Run 1, floorplan with the power grid:
Scale bar: 20 um. Pins as bars on the die edge.
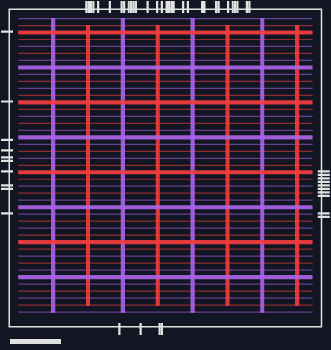
Run 1, placed cells, one colour a class:
Fill, decap, tap and diode cells in grey.
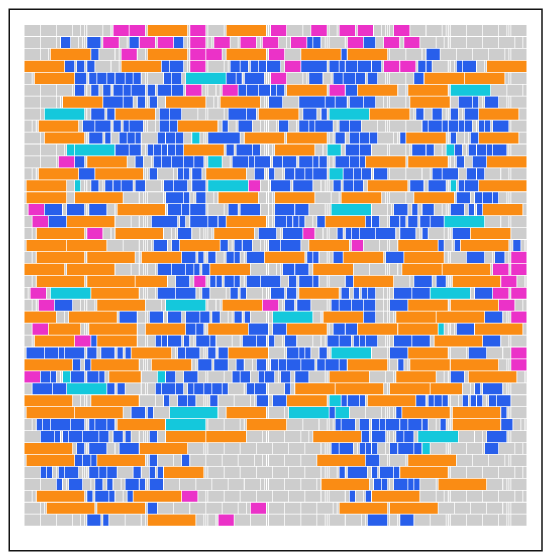
Run 1, routed clock nets over the placement:
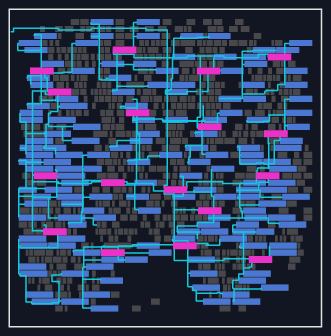
--- config.mk ---
export PLATFORM = sky130hd
export DESIGN_NAME = io_echo_tester
export DESIGN_NICKNAME = d
export VERILOG_FILES = /design/src/rtl/io_pkg.sv /design/src/rtl/uart_rx.sv /design/src/rtl/uart_tx.sv /design/src/rtl/io_echo_tester.sv
export SDC_FILE = /design/constraint.sdc
export NUM_CORES = 1
export LEC_CHECK = 0
export ABC_CLOCK_PERIOD_IN_PS = 6600
export CORE_AREA = 3 3 118 120
export DETAILED_ROUTE_END_ITERATION = 12
export DIE_AREA = 0 0 121 123
export PLACE_DENSITY = 0.8
export SLEW_MARGIN = 20
export SYNTH_ARGS = -nofsm -noshare
export SYNTH_HDL_FRONTEND = slang
export SYNTH_SLANG_ARGS = --single-unit
export TNS_END_PERCENT = 100
--- constraint.sdc ---
create_clock -name clk -period 6.6 [get_ports clk]
set_input_delay 0.99 -clock clk [delete_from_list [all_inputs] [get_ports clk]]
set_output_delay 0.99 -clock clk [all_outputs]
set_load 0.02 [all_outputs]
--- src/rtl/io_pkg.sv ---
// Shared definitions for the UART echo tester and the mirror block.
// echo_state_t : initiator FSM states.
// DEF_CLK_FREQ / DEF_BAUD : default line timing shared by both ends.
// sat_inc16 : saturating 16-bit counter increment.
package io_pkg;
  typedef enum logic [1:0] {ST_IDLE, ST_LOAD, ST_WAIT, ST_NEXT} echo_state_t;

  localparam int DEF_CLK_FREQ = 12_000_000;
  localparam int DEF_BAUD     = 9_600;

  function automatic logic [15:0] sat_inc16(input logic [15:0] v);
    return (v == 16'hFFFF) ? v : v + 16'd1;
  endfunction
endpackage

--- src/rtl/uart_rx.sv ---
// 8N1 UART receiver, no reset (registers power up idle).
// clk      : system clock
// rx       : serial line (asynchronous, synchronised here)
// rx_data  : last received byte
// rx_ready : one-cycle pulse when rx_data is updated (mid stop bit)
module uart_rx #(
  parameter int CLK_FREQ = 12_000_000,
  parameter int BAUD     = 9_600
) (
  input  logic       clk,
  input  logic       rx,
  output logic [7:0] rx_data,
  output logic       rx_ready
);
  localparam int DIV  = CLK_FREQ / BAUD;
  localparam int HALF = (DIV / 2 > 0) ? DIV / 2 : 1;
  localparam int CW   = (DIV > 1) ? $clog2(DIV) : 1;

  logic          rx_s1   = 1'b1;
  logic          rx_s2   = 1'b1;
  logic          busy    = 1'b0;
  logic [CW-1:0] cnt     = '0;
  logic [3:0]    bit_idx = '0;
  logic [7:0]    shreg   = '0;
  logic [7:0]    data_r  = '0;
  logic          rdy_r   = 1'b0;
  logic [CW-1:0] target;

  // First interval reaches mid start bit; later ones step a full bit.
  assign target = (bit_idx == 4'd0) ? CW'(HALF - 1) : CW'(DIV - 1);

  always_ff @(posedge clk) begin
    rx_s1 <= rx;
    rx_s2 <= rx_s1;
    rdy_r <= 1'b0;
    if (!busy) begin
      if (!rx_s2) begin
        busy    <= 1'b1;
        cnt     <= '0;
        bit_idx <= '0;
      end
    end else if (cnt == target) begin
      cnt <= '0;
      if (bit_idx == 4'd0) begin
        if (rx_s2) busy <= 1'b0;   // glitch, not a real start bit
        else       bit_idx <= 4'd1;
      end else if (bit_idx == 4'd9) begin
        busy <= 1'b0;
        if (rx_s2) begin           // framing error drops the byte
          data_r <= shreg;
          rdy_r  <= 1'b1;
        end
      end else begin
        shreg   <= {rx_s2, shreg[7:1]};
        bit_idx <= bit_idx + 4'd1;
      end
    end else begin
      cnt <= cnt + CW'(1);
    end
  end

  assign rx_data  = data_r;
  assign rx_ready = rdy_r;
endmodule

--- src/rtl/uart_tx.sv ---
// 8N1 UART transmitter, no reset (registers power up idle).
// clk      : system clock
// tx_start : one-cycle request, taken only while tx_busy=0
// tx_data  : byte to send, captured with tx_start
// tx       : serial line, idles high
// tx_busy  : high for the full 10-bit frame including the stop bit
module uart_tx #(
  parameter int CLK_FREQ = 12_000_000,
  parameter int BAUD     = 9_600
) (
  input  logic       clk,
  input  logic       tx_start,
  input  logic [7:0] tx_data,
  output logic       tx,
  output logic       tx_busy
);
  localparam int DIV = CLK_FREQ / BAUD;
  localparam int CW  = (DIV > 1) ? $clog2(DIV) : 1;

  logic [CW-1:0] cnt     = '0;
  logic [3:0]    bit_idx = '0;
  logic [9:0]    shreg   = '1;
  logic          busy_r  = 1'b0;

  always_ff @(posedge clk) begin
    if (!busy_r) begin
      if (tx_start) begin
        shreg   <= {1'b1, tx_data, 1'b0};
        busy_r  <= 1'b1;
        cnt     <= '0;
        bit_idx <= '0;
      end
    end else if (cnt == CW'(DIV - 1)) begin
      cnt <= '0;
      if (bit_idx == 4'd9) begin
        busy_r <= 1'b0;
      end else begin
        bit_idx <= bit_idx + 4'd1;
        // Shift in ones so the line rests high once the stop bit is out.
        shreg   <= {1'b1, shreg[9:1]};
      end
    end else begin
      cnt <= cnt + CW'(1);
    end
  end

  assign tx      = shreg[0];
  assign tx_busy = busy_r;
endmodule

--- src/rtl/io_echo_tester.sv ---
// Host-side UART echo initiator: sends SEED, SEED+1, ... (8-bit wrap) over tx,
// waits for each byte to come back on rx and counts matches and misses.
// clk, rst           : clock, asynchronous active-high reset
// start              : begin a run (ignored while busy)
// rx / tx            : serial lines to / from the echoing side
// busy / done        : run in progress / run finished (held until next start)
// pass_count         : matching echoes (saturating)
// fail_count         : mismatches plus timeouts (saturating)
// last_sent/last_recv: most recent byte sent / accepted echo
module io_echo_tester
  import io_pkg::*;
#(
  parameter int         CLK_FREQ       = DEF_CLK_FREQ,
  parameter int         BAUD           = DEF_BAUD,
  parameter int         NUM_BYTES      = 256,
  parameter logic [7:0] SEED           = 8'h00,
  parameter int         TIMEOUT_CYCLES = 50_000
) (
  input  logic        clk,
  input  logic        rst,
  input  logic        start,
  input  logic        rx,
  output logic        tx,
  output logic        busy,
  output logic        done,
  output logic [15:0] pass_count,
  output logic [15:0] fail_count,
  output logic [7:0]  last_sent,
  output logic [7:0]  last_recv
);
  localparam int TW = $clog2(TIMEOUT_CYCLES + 1);

  echo_state_t   state, state_next;
  logic [15:0]   idx;
  logic [7:0]    data;
  logic [TW-1:0] timer;
  logic          tx_start;
  logic          tx_busy;
  logic [7:0]    rx_data;
  logic          rx_ready;
  logic          timed_out;
  logic          last_byte;

  assign timed_out = (timer == TW'(TIMEOUT_CYCLES - 1));
  assign last_byte = (idx == 16'(NUM_BYTES - 1));

  // last_sent always equals the byte in flight, so it feeds uart_tx directly.
  uart_tx #(.CLK_FREQ(CLK_FREQ), .BAUD(BAUD)) u_tx (
    .clk     (clk),
    .tx_start(tx_start),
    .tx_data (last_sent),
    .tx      (tx),
    .tx_busy (tx_busy)
  );

  uart_rx #(.CLK_FREQ(CLK_FREQ), .BAUD(BAUD)) u_rx (
    .clk     (clk),
    .rx      (rx),
    .rx_data (rx_data),
    .rx_ready(rx_ready)
  );

  always_ff @(posedge clk or posedge rst) begin
    if (rst) state <= ST_IDLE;
    else     state <= state_next;
  end

  always_comb begin
    state_next = state;
    case (state)
      ST_IDLE: if (start)                 state_next = ST_LOAD;
      ST_LOAD: if (!tx_busy)              state_next = ST_WAIT;
      ST_WAIT: if (rx_ready || timed_out) state_next = ST_NEXT;
      ST_NEXT: state_next = last_byte ? ST_IDLE : ST_LOAD;
      default: state_next = ST_IDLE;
    endcase
  end

  always_ff @(posedge clk or posedge rst) begin
    if (rst) begin
      busy       <= 1'b0;
      done       <= 1'b0;
      pass_count <= '0;
      fail_count <= '0;
      last_sent  <= '0;
      last_recv  <= '0;
      tx_start   <= 1'b0;
      idx        <= '0;
      data       <= '0;
      timer      <= '0;
    end else begin
      tx_start <= 1'b0;
      case (state)
        ST_IDLE: if (start) begin
          pass_count <= '0;
          fail_count <= '0;
          done       <= 1'b0;
          idx        <= '0;
          data       <= SEED;
          busy       <= 1'b1;
        end
        // A frame left over from before a reset holds tx_busy; wait it out.
        ST_LOAD: if (!tx_busy) begin
          tx_start  <= 1'b1;
          last_sent <= data;
          timer     <= '0;
        end
        ST_WAIT: begin
          timer <= timer + TW'(1);
          // An echo in the timeout cycle is still compared, not counted as a miss.
          if (rx_ready) begin
            last_recv <= rx_data;
            if (rx_data == data) pass_count <= sat_inc16(pass_count);
            else                 fail_count <= sat_inc16(fail_count);
          end else if (timed_out) begin
            fail_count <= sat_inc16(fail_count);
          end
        end
        ST_NEXT: begin
          if (last_byte) begin
            busy <= 1'b0;
            done <= 1'b1;
          end else begin
            idx  <= idx + 16'd1;
            data <= data + 8'd1;
          end
        end
        default: ;
      endcase
    end
  end
endmodule

==> impl_metrics.env, run 1 <==
# source this file to load flow results
export IMPL_startpoint_type="register"
export IMPL_cts_hold_buf=0
export IMPL_diodes=0
export IMPL_finalSetupViolCount=0
export IMPL_fin_crit_ps=3200
export IMPL_placed_area_um2=8360
export IMPL_inverters=15
export IMPL_sh_seq_area_pct=45.8
export IMPL_cp_required_ps=6980
export IMPL_final_hold_violation_count=0
export IMPL_worstPathCellList="inv_1 > ha_1 > buf_4 > nand2_1 > nor3_1 > o2111ai_1 > or4_1 > nand3_1"
export IMPL_lay_top_cells="dfrtp_1 (93), nor2_1 (71), edfxtp_1 (55)"
export IMPL_avgSynthCellArea_um2=10.9
export IMPL_fp_nets=732
export IMPL_power_top_group="registers"
export IMPL_layout_cells_most_common="dfrtp_1"
export IMPL_drv_slew=0
export IMPL_dp_hpwl_um=11300
export IMPL_fin_crit_sh_pct=48.4
export IMPL_comb_area_um2=3440
export IMPL_drv_cap=0
export IMPL_ys_seq_share_pct=52.9
export IMPL_edf_count=55
export IMPL_cp_data_arrival_time_ps=3570
export IMPL_flop_cell="dfrtp_1"
export IMPL_yosysTopAreaCellShare_pct=30.2
export IMPL_nFillCells=961
export IMPL_drt_pass1_iter_count=5
export IMPL_p_int_uw=2030
export IMPL_ant_nets=0
export IMPL_cts_tree="built"
export IMPL_ys_async_sr_fraction_pct=60.8
export IMPL_warnings=34
export IMPL_tap_cells=176
export IMPL_p_clk_uw=897
export IMPL_status="completed"
export IMPL_grt_first_pass_wirelength_um=27400
export IMPL_ys_warn_count=0
export IMPL_io_buffers=54
Back to the opening pictures, 'floorplan with the power grid':
legend:
  VDD:
    colour: red
  VSS:
    colour: purple
met4 straps: 8
met1 rails: 43
rows: 42
met5 straps: 8
Peak VDD IR: 0.233 mV
Die Wd: 121 um
core footprint: 13100 um2
Die Ht: 123 um

Back to the opening pictures, 'placed cells, one colour a class':
legend:
  remaining buffers and delay cells:
    colour: magenta
    cells: 58
    share_of_their_area: 6.6%
  clock drivers and dummy loads:
    colour: cyan
    cells: 32
    share_of_their_area: 6.2%
  combinational and other logic:
    colour: blue
    cells: 529
    share_of_their_area: 40%
  sequential cells:
    colour: orange
    cells: 153
    share_of_their_area: 47%

Back to the opening pictures, 'routed clock nets over the placement':
legend:
  clock wires:
    colour: cyan
    length: 1890 um
  clock drivers:
    colour: magenta
    count: 17
  flip-flops:
    colour: blue
    count: 153
routed clock nets: 18

run 1: per-stage QoR:
step / worst slack [ps] / std cells / utilization [%]
final: 3400 / 948 / 68.1
after detailed placement: 3190 / 916 / 63.9
after floorplan: 3190 / 710 / -
after global routing: 3230 / 948 / 68.1
after CTS: 3450 / 948 / 68.0
after global placement: 3280 / 916 / 63.9
run 1: metal layers:
layer  wire length (um)  up-vias  global-route usage [%]
met5                  0        -                       0
met4                314        0                    9.56
met3                703       25                    5.99
met2               8390      140                    37.9
met1               7270     2920                    29.9
li1                   -     2771                       -
run 1: kinds of logic (layout without fill, tap and decap cells):
kind of cell               count (synthesis)  count (layout)
and+or+nand+nor                          290             290
muxes                                     28              28
buffers and inverters                     43             105
DFF                                      153             153
AOI/OAI and AO/OA                        126             126
adders and majority gates                 18              18
xor gates and xnor gates                  52              52
Run 1, clock wiring as the flow saved it:
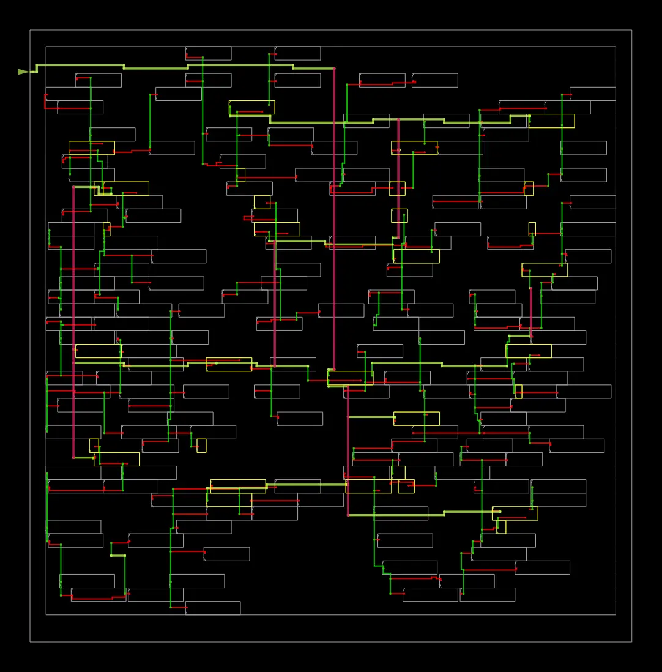

## Run 2: what changed since run 1
--- a/config.mk
+++ b/config.mk
@@ -5,11 +5,11 @@
 export SDC_FILE = /design/constraint.sdc
 export NUM_CORES = 1
 export LEC_CHECK = 0
-export ABC_CLOCK_PERIOD_IN_PS = 6600
-export CORE_AREA = 3 3 118 120
+export ABC_CLOCK_PERIOD_IN_PS = 2700
+export CORE_AREA = 3 3 125 127
 export DETAILED_ROUTE_END_ITERATION = 12
-export DIE_AREA = 0 0 121 123
-export PLACE_DENSITY = 0.8
+export DIE_AREA = 0 0 128 130
+export PLACE_DENSITY = 0.75
 export SLEW_MARGIN = 20
 export SYNTH_ARGS = -nofsm -noshare
 export SYNTH_HDL_FRONTEND = slang
==> constraint.sdc (replaced) <==
create_clock -name clk -period 2.7 [get_ports clk]
set_input_delay 0.405 -clock clk [delete_from_list [all_inputs] [get_ports clk]]
set_output_delay 0.405 -clock clk [all_outputs]
set_load 0.02 [all_outputs]
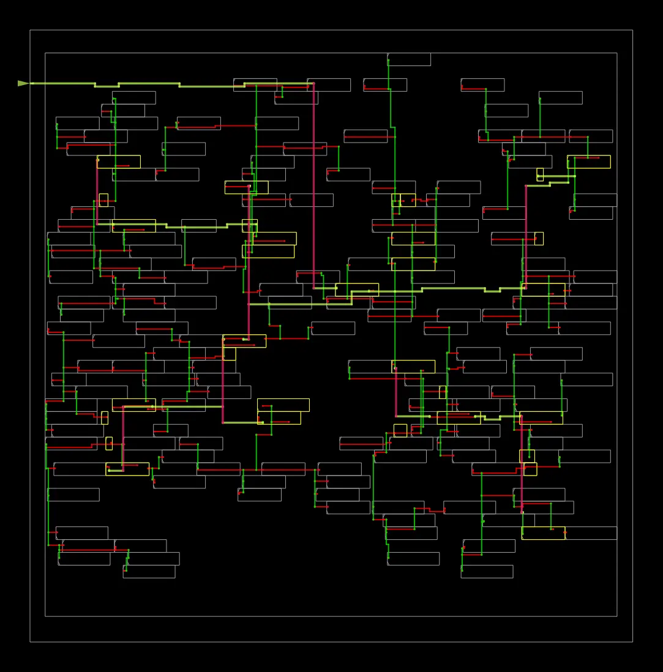
Run 2: clock wiring as the flow saved it
Sink Count: 153
Skew-Pair Late Insertion Delay: 430 ps
CTS buffer count: 17

==> run 2 against run 1 <==
Against the previous run: design area grew 2.2%; routed wire length increased by 1.7%; fmax is 29% higher; worst hold slack about the same; combinational power increased to 2.6 times the previous value; highest routed layer unchanged; critical path type unchanged; non-clock buffer count increased by 20; core utilization is 5.4 points lower; sequential share of layout area shrank 0.98 points.
==> impl_metrics.env, run 2 <==
# source this file to load flow results
export IMPL_met2_usage_pct=34.3
export IMPL_pre_cts_slack_ps=219
export IMPL_wl_met3_um=987
export IMPL_fp_dieH_um=130
export IMPL_grt_busiest_layer="met2"
export IMPL_p_int_uw=5150
export IMPL_cp_data_arrival_time_ps=2650
export IMPL_nFillCells=1127
export IMPL_power_top_group="registers"
export IMPL_drt_met1_wl_um=7470
export IMPL_top_layer="met4"
export IMPL_worstPathCellList="inv_1 > ha_1 > or3b_2 > nor3_1 > o21ai_0 > buf_4 > nand2_1 > nor2_1"
export IMPL_yosysTopAreaCellShare_pct=30.2
export IMPL_use_met1_pct=28.8
export IMPL_cp_required_ps=2870
export IMPL_layout_cells_most_common="dfrtp_1"
export IMPL_io_buffers=54
export IMPL_grt_first_pass_wirelength_um=28300
export IMPL_dp_hpwl_um=11900
export IMPL_cts_hold_buf=0
export IMPL_ys_warn_count=0
export IMPL_ys_seq_share_pct=52.9
export IMPL_diodes=0
export IMPL_final_hold_violation_count=0
export IMPL_drv_cap=0
export IMPL_fin_crit_sh_pct=92.0
export IMPL_flop_cell="dfrtp_1"
export IMPL_die_x_um=128
export IMPL_ant_nets=0
export IMPL_fin_cells=976
export IMPL_cts_tree="built"
export IMPL_grtUsageMet3_pct=4.63
export IMPL_p_clk_uw=2280
export IMPL_startpoint_type="register"
export IMPL_warnings=34
export IMPL_edf_count=55
export IMPL_fin_crit_ps=2480
export IMPL_wl_met2_um=8310
export IMPL_status="completed"
export IMPL_worst_ir_drop_vdd_mv=0.611
export IMPL_worst_slack_ps=215
export IMPL_ys_async_sr_fraction_pct=60.8
export IMPL_avgSynthCellArea_um2=10.9
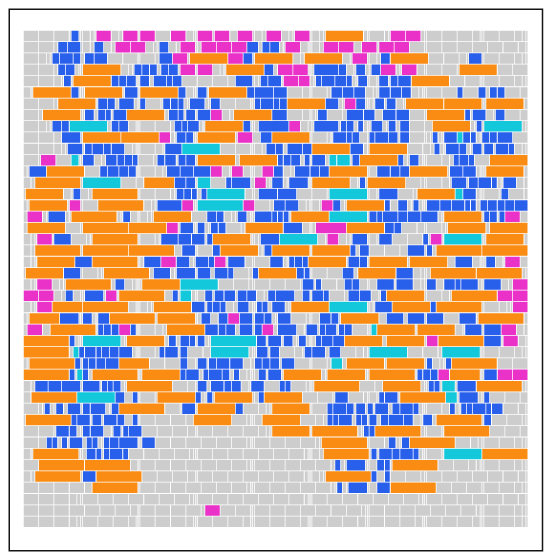
Run 2: placed cells, one colour a class
Fill, decap, tap and diode cells in grey.
legend:
  combinational and other logic:
    colour: blue
    cells: 529
    share_of_their_area: 39%
  clock drivers and dummy loads:
    colour: cyan
    cells: 32
    share_of_their_area: 6.4%
  sequential cells:
    colour: orange
    cells: 153
    share_of_their_area: 46%
  remaining buffers and delay cells:
    colour: magenta
    cells: 78
    share_of_their_area: 8.3%
placement row count: 44
final core utilization: 62.6%
post-route cell area: 9100 um2

## run 2: layout make-up
type                            instances  area [um2]  share of cell area (%)
Sequential cell                       153        4080                    44.8
Multi-Input combinational cell        514        3430                    37.7
Timing Repair Buffer                   78         733                    8.06
Clock buffer                           20         437                    4.80
Tap cell                              184         230                    2.53
Clock inverter                         12         128                    1.40
Inverter                               15        60.1                   0.660
## run 2: kinds of logic after synthesis
family / count (synthesis) / synth area share [%]
AND/OR/NAND/NOR: 290 / 19.9
buffers and inverters: 43 / 2.55
multiplexers: 28 / 4.06
AND-OR/OR-AND: 126 / 11.7
adder cells (fa/ha/maj): 18 / 2.92
flip-flops: 153 / 52.9
XOR/XNOR: 52 / 6.01
Power is estimated from default activity; no workload was simulated.
